### Sequential cells colored by netlist name, run 1

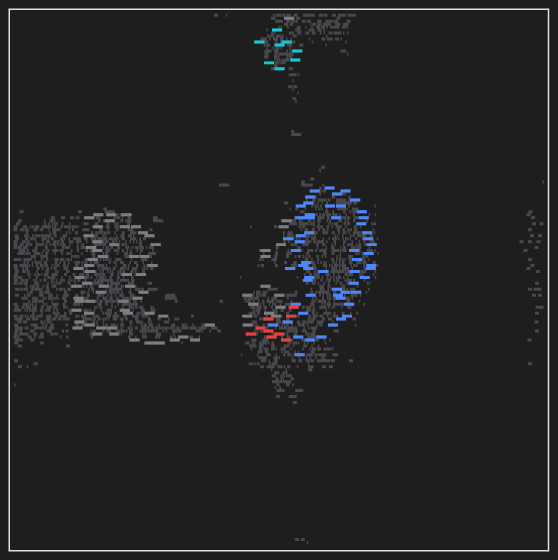
### I/O nets highlighted, run 1

Scale bar: 100 µm.
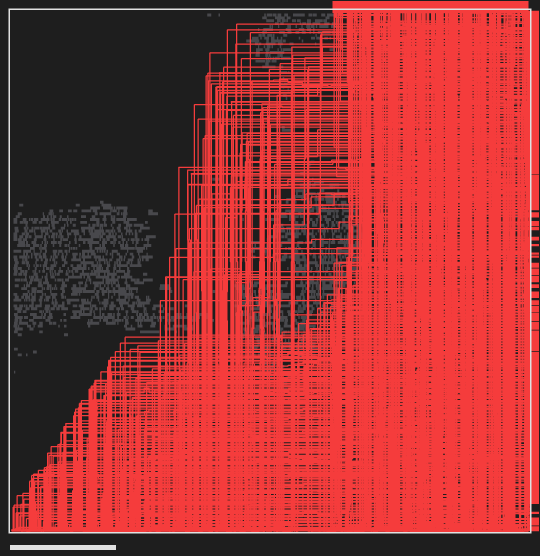
### Routing congestion, run 1

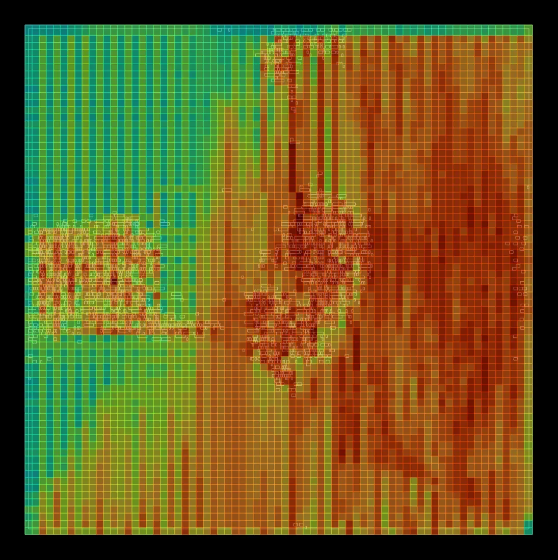
==> config.mk <==
export PLATFORM = sky130hd
export DESIGN_NAME = ofm_wr_burst_ctrl_flat
export DESIGN_NICKNAME = d
export VERILOG_FILES = /design/src/rtl/ofm_wr_burst_ctrl_if.sv /design/src/rtl/ofm_wr_burst_ctrl.sv /design/src/flat_wrapper.sv
export SDC_FILE = /design/constraint.sdc
export NUM_CORES = 1
export LEC_CHECK = 0
export ABC_AREA = 1
export ABC_CLOCK_PERIOD_IN_PS = 8600
export CORE_AREA = 3 3 488 490
export CTS_CLUSTER_DIAMETER = 200
export DETAILED_ROUTE_END_ITERATION = 10
export DIE_AREA = 0 0 491 493
export REMOVE_ABC_BUFFERS = 1
export SKIP_LAST_GASP = 1
export SYNTH_ARGS = -nofsm -noshare
export SYNTH_HDL_FRONTEND = slang
export SYNTH_SLANG_ARGS = --single-unit
==> constraint.sdc <==
create_clock -name clk -period 8.6 [get_ports clk]
set_input_delay 1.72 -clock clk [delete_from_list [all_inputs] [get_ports clk]]
set_output_delay 1.72 -clock clk [all_outputs]
set_load 0.02 [all_outputs]
==> run_results.csv, run 1 <==
group,metric,value,unit
outcome,status,"completed",
synthesis,synthAoiAreaFrac,9.449,%
synthesis,ys_cells,2697,
final_layout,fin_cells,5545,
clock_network,cts_root_buf,"clkbuf_16",
setup_path,reg2reg_slack,4440,ps
place,placed_cell_area,19470,µm²
setup_path,crit_path_cell_trace,"nor2_1, nand2_1, nor2_1, nand2_1, nor2_2, nand2_1, nor2_1, ha_1, a21oi_1, o21a_1, o21a_1, nand2_4, o21ai_2, ha_1, inv_1, nor2_4, nand2_2, nand2_1, nand2_1, nor2_1, clkdlybuf4s50_1",
final_timing,fin_ws,1837,ps
clock_network,clkTransAtPathRegs,80,ps
synthesis,ys_sh_mux,0,%
power,swShare,53.19,%
clock_network,cts_hold_buf,0,
global_routing,grt_pass1_wl,418200,µm
setup_path,required,6880,ps
power,switching_power,2.921,mW
global_routing,grtUsageMet3,44.84,%
synthesis,synthesis.area,17410,µm²
final_timing,hold_slack,496.6,ps
floorplan,initCoreUtil,7.425,%
clock_network,postCtsSetupRepairBufs,0,
power,p_total,5.491,mW
route,wl_per_cell,68.99,µm
final_timing,setup_viol_count_final,0,
synthesis,synth_adder_area_share,3.004,%
synthesis,flop_cell,"dfrtp_1",
final_timing,max_freq,0.1479,GHz
global_routing,grt_max_degree,60,
power,ir_worst_vdd,0.1046,mV
power,power_report.internal_total,2.570,mW
setup_path,cp_num_cells,21,
setup_path,crit_type,"flop to output port",
final_timing,period_used_share,78.63,%
synthesis,synthArstFlopShare,100.0,%
floorplan,die_area,242100,µm²
floorplan,dieHeight,493,µm
setup_path,cp_slowest_cell,"clkdlybuf4s50_1",
clock_network,cts_buffers,17,
global_routing,grt_pass1_vias,15754,
floorplan,die_w,491,µm
setup_path,worst-path-max-fanout,11,
final_timing,post-route-min-period,6763,ps
clock_network,cts_buffer_depth,2,
power,p_clk,864,µW
place,dp_hpwl,369200,µm
route,first_iter_violations,2247,
synthesis,avgSynthCellArea,6.456,µm²
setup_path,crit_family,"simple AND/OR/NAND/NOR gates",
setup_path,critPathBufInv,2,
power,p_seq_share,25.4,%
route,via_per_inst,3.479,
power,clkPwrFrac,15.7,%
power,share_comb_of_total_power,58.9,%
clock_network,clock-sinks,148,
About 'Sequential cells colored by netlist name':
[cyan] `u_core.r_outst` | flops: 8 | where: north
[blue] `u_core.r_cur_addr` | flops: 58 | where: center
[red] `u_core.r_burst` | flops: 9 | where: center
not colored: 73
Reg area: 3704 µm²
final core occ: 8.569%
sequential cell power: 1.39 mW
Seq area share: 18.43%

About 'I/O nets highlighted':
[red] `bus_w_data` | bits: 512 | direction: output | end cells: 0 | buffers: 0 | wire: 302 mm
Ports: 1241
Port Buffers: 204

About 'Routing congestion':
GRT Total Usage: 30.52%
met1 Track Usage GR: 8.177%

## run 1: final cells by class
type | count | area, µm² | area share, %
multi-input combinational | 1672 | 8451 | 42.05
tap | 3150 | 3941 | 19.61
sequential | 148 | 3704 | 18.43
timing repair buffer | 221 | 2183 | 10.86
inverter | 318 | 1196 | 5.952
clock buffer | 20 | 446.7 | 2.223
clock inverter | 12 | 165.2 | 0.8218
antenna | 4 | 10.01 | 0.04981
## run 1: synthesized netlist by cell type (3+ instances only)
library cell | number | area share [%]
dfrtp_1 | 148 | 21
nor2_2 | 19 | 0.68
nand2_1 | 576 | 12
a21o_1 | 7 | 0.30
nand3b_1 | 14 | 0.60
nand3_1 | 139 | 4.0
clkbuf_1 | 27 | 0.58
nor3_1 | 65 | 1.9
fa_1 | 3 | 0.34
o221ai_1 | 25 | 1.3
nand3_2 | 3 | 0.17
ha_1 | 37 | 2.7
o21ai_0 | 73 | 2.1
buf_4 | 519 | 22
inv_1 | 310 | 6.7
or2_2 | 5 | 0.18
o211ai_1 | 49 | 2.1
inv_2 | 6 | 0.13
nor4_1 | 18 | 0.65
a31oi_1 | 7 | 0.25
xnor2_1 | 18 | 0.91
xor2_1 | 57 | 2.9
o21ai_1 | 7 | 0.20
o22ai_1 | 8 | 0.29
a22oi_1 | 7 | 0.30
nor2_1 | 360 | 7.8
nand2_2 | 16 | 0.57
nor2_4 | 9 | 0.58
buf_2 | 16 | 0.46
nand4_1 | 60 | 2.2
o311ai_0 | 3 | 0.15
o21ai_2 | 4 | 0.20
a21oi_1 | 52 | 1.5
o21bai_1 | 4 | 0.17
### Routed clock nets over the placement, run 1

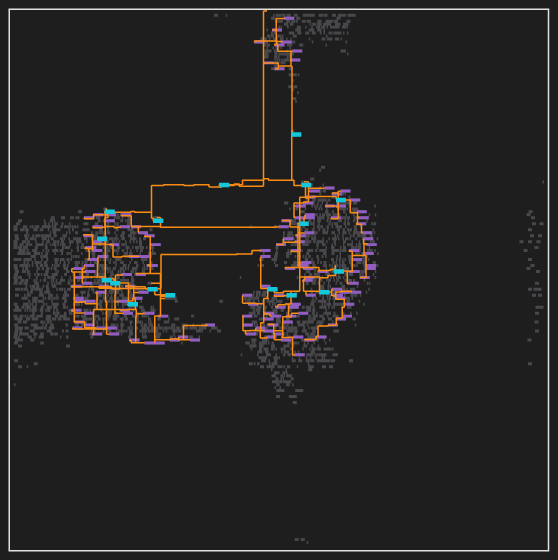

==> run 2, diff against run 1 <==
- ABC_CLOCK_PERIOD_IN_PS: 8600 -> 5900
- CORE_AREA: 3 3 488 490 -> 3 3 485 487
- DIE_AREA: 0 0 491 493 -> 0 0 488 490
- clock period: 8.6 -> 5.9 ns (I/O delays scaled with it)
### Routed clock nets over the placement, run 2

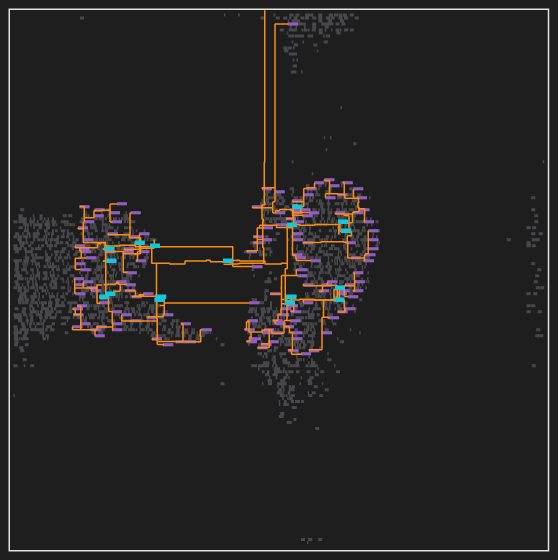
[purple] flip-flops | count: 148
[cyan] clock drivers | count: 17
[orange] clock wires | length: 3210 µm
routed clock nets: 18
clock network power: 1.20 mW
Worst Skew: 25.76 ps
Clock Latency Late Sink: 490 ps
Clk pwr share: 15.1%

==> run_results.csv, run 2 <==
group,metric,value,unit
outcome,status,"completed",
global_routing,grt-ovfl-total,0,
floorplan,io_pins,1241,
floorplan,die_w,488,µm
place,numPortBuffers,204,
floorplan,initCoreUtil,7.510,%
final_timing,period_used_share,95.90,%
synthesis,flop_cell,"dfrtp_1",
final_timing,hold_slack,514.8,ps
setup_path,critPathBufInv,4,
setup_path,required,4720,ps
setup_path,worst-path-max-fanout,11,
worst_hold_path,worstHoldPathCells,1,
setup_path,cpPeakStageDelay,440,ps
final_timing,max_freq,0.1767,GHz
route,first_iter_violations,2165,
synthesis,yosys.area.top_type,"buf_4",
route,via_per_inst,3.547,
route,wl_per_cell,70.83,µm
final_layout,lay_top_count,"nand2_1",
synthesis,synthArstFlopShare,100.0,%
setup_path,cp_num_cells,21,
global_routing,grt_pass1_vias,16071,
final_timing,setup_viol_count_final,0,
clock_network,clkTransAtPathRegs,100,ps
clock_network,cts_tree,"done",
floorplan,core_area,231900,µm²
final_layout,fin_cells,5437,
final_timing,fin_ws,241.9,ps
setup_path,endpoint_kind,"output port",
final_layout,num-fill-cells,27220,
setup_path,crit_type,"flop to output port",
global_routing,grt_pass1_wl,421000,µm
synthesis,synth-edff-count,0,
place,dp_hpwl,371300,µm
setup_path,r2r_cells,19,
final_layout,final_util,8.599,%
power,ir_worst_vdd,0.1734,mV
worst_hold_path,hold_class,"flop to flop",
global_routing,grt_max_degree,117,
setup_path,crit_path_cell_trace,"nor2_1, nand2_1, nor2_1, nand2_1, nor2_2, nand2_2, inv_1, nand2_1, inv_1, ha_1, a21oi_1, o21a_1, o21a_1, nand2_4, o21ai_2, ha_1, inv_1, nor2_4, nor2_1, nor2_1, clkdlybuf4s15_1",
power,p_leak,7.352,nW
synthesis,synth_chip_area,17410,µm²
synthesis,avgSynthCellArea,6.456,µm²
synthesis,synthesis.area,17410,µm²
setup_path,reg2reg_slack,2040,ps
power,p_total,7.958,mW
synthesis,synthMostInstantiatedCell,"nand2_1",
clock_network,cts_root_buf,"clkbuf_16",
route,wl_met3,118500,µm
final_layout,combGateArea,8447,µm²
setup_path,cp_slowest_cell,"clkdlybuf4s15_1",
final_timing,post-route-min-period,5658,ps
global_routing,grt_util_all_layers,31.14,%
synthesis,synthTopCellsByCount,"nand2_1 (576), buf_4 (519), nor2_1 (360)",
place,placed_cell_area,19330,µm²
clock_network,clock-sinks,148,
floorplan,dieHeight,490,µm
route,wl_met1,37590,µm
synthesis,postSynthCellCount,2697,
clock_network,cts_buffers,17,
place,pre_cts_slack,368.8,ps
synthesis,ys_cells,2697,
route,vias,19283,
setup_path,crit_family,"simple AND/OR/NAND/NOR gates",
clock_network,cts_buffer_depth,2,
final_layout,seq_area,3704,µm²
synthesis,topCellsByArea,"buf_4 (22%), dfrtp_1 (21%), nand2_1 (12%), nor2_1 (7.8%), inv_1 (6.7%)",
synthesis,top_cell_area_share,22.38,%
floorplan,die_area,239100,µm²
route,wl,385100,µm
### Sequential cells colored by netlist name, run 2

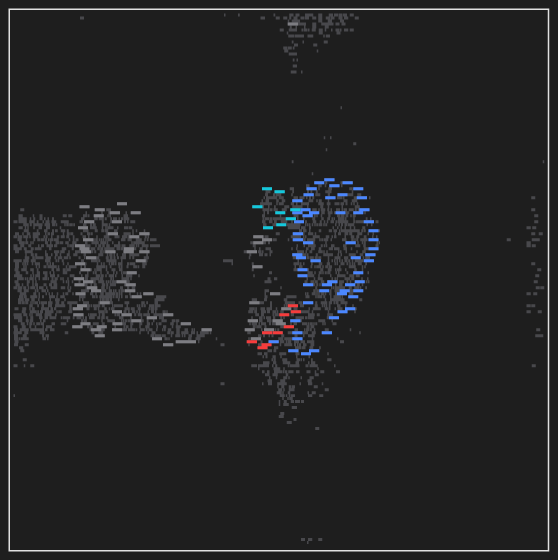
[cyan] `u_core.r_outst` | flops: 8
[red] `u_core.r_burst` | flops: 9 | where: center
[blue] `u_core.r_cur_addr` | flops: 58 | where: center
not colored: 73
sequential cell power: 2.03 mW
Seq area share: 18.58%

[run 2: cell counts after synthesis]
No cell type changed its count.
[run 2: area by class of cell]
cell class / instances / share of cell area, %
antenna: 3 / 0.03765
clock buffer: 18 / 2.152
clock inverter: 14 / 0.7970
inverter: 318 / 5.999
multi-input combinational: 1672 / 42.37
sequential: 148 / 18.58
tap: 3043 / 19.10
timing repair buffer: 221 / 10.98
[run 2: worst reg2reg max path, delay by kind of cell (launching register included)]
family	cells	cell delay, ps
simple gates	10	1400
fa+ha+maj	2	730
buf+inv	3	640
compound gates	3	460
flops	1	420
xor+xnor	1	130
[run 2: routing by layer]
metal / track usage [%] / up-vias
met5: 17.05 / -
met1: 8.438 / 8275
li1: - / 7484
met4: 21.36 / 78
met3: 44.90 / 316
met2: 54.77 / 3130
[run 2: cell families (layout without fill, tap and decap cells)]
kind of cell / count (synthesis) / in the layout / share of synthesized area (%)
xor gates and xnor gates: 75 / 75 / 3.772
other: 1 / 9 / 0.02154
buffers and inverters: 882 / 571 / 30.42
DFF: 148 / 148 / 21.27
AOI/OAI and AO/OA: 259 / 259 / 9.449
adders and majority gates: 40 / 40 / 3.004
and+or+nand+nor: 1292 / 1292 / 32.06
[run 2: where the power goes]
part | total (mW) | leakage (nW) | internal, mW | switching [mW]
logic | 4.73 | 5.28 | 1.56 | 3.17
clock network | 1.20 | 0.283 | 0.604 | 0.594
registers | 2.03 | 1.79 | 1.48 | 0.547
[run 2: timing repair]
action                     4_1_cts  5_1_grt
buffers inserted                 0        0
gates resized                    1        6
setup endpoints to repair        1        6
hold buffers                     0        0
cloned                           0        0
No activity file was given, so power comes from the tool's default toggle rates.
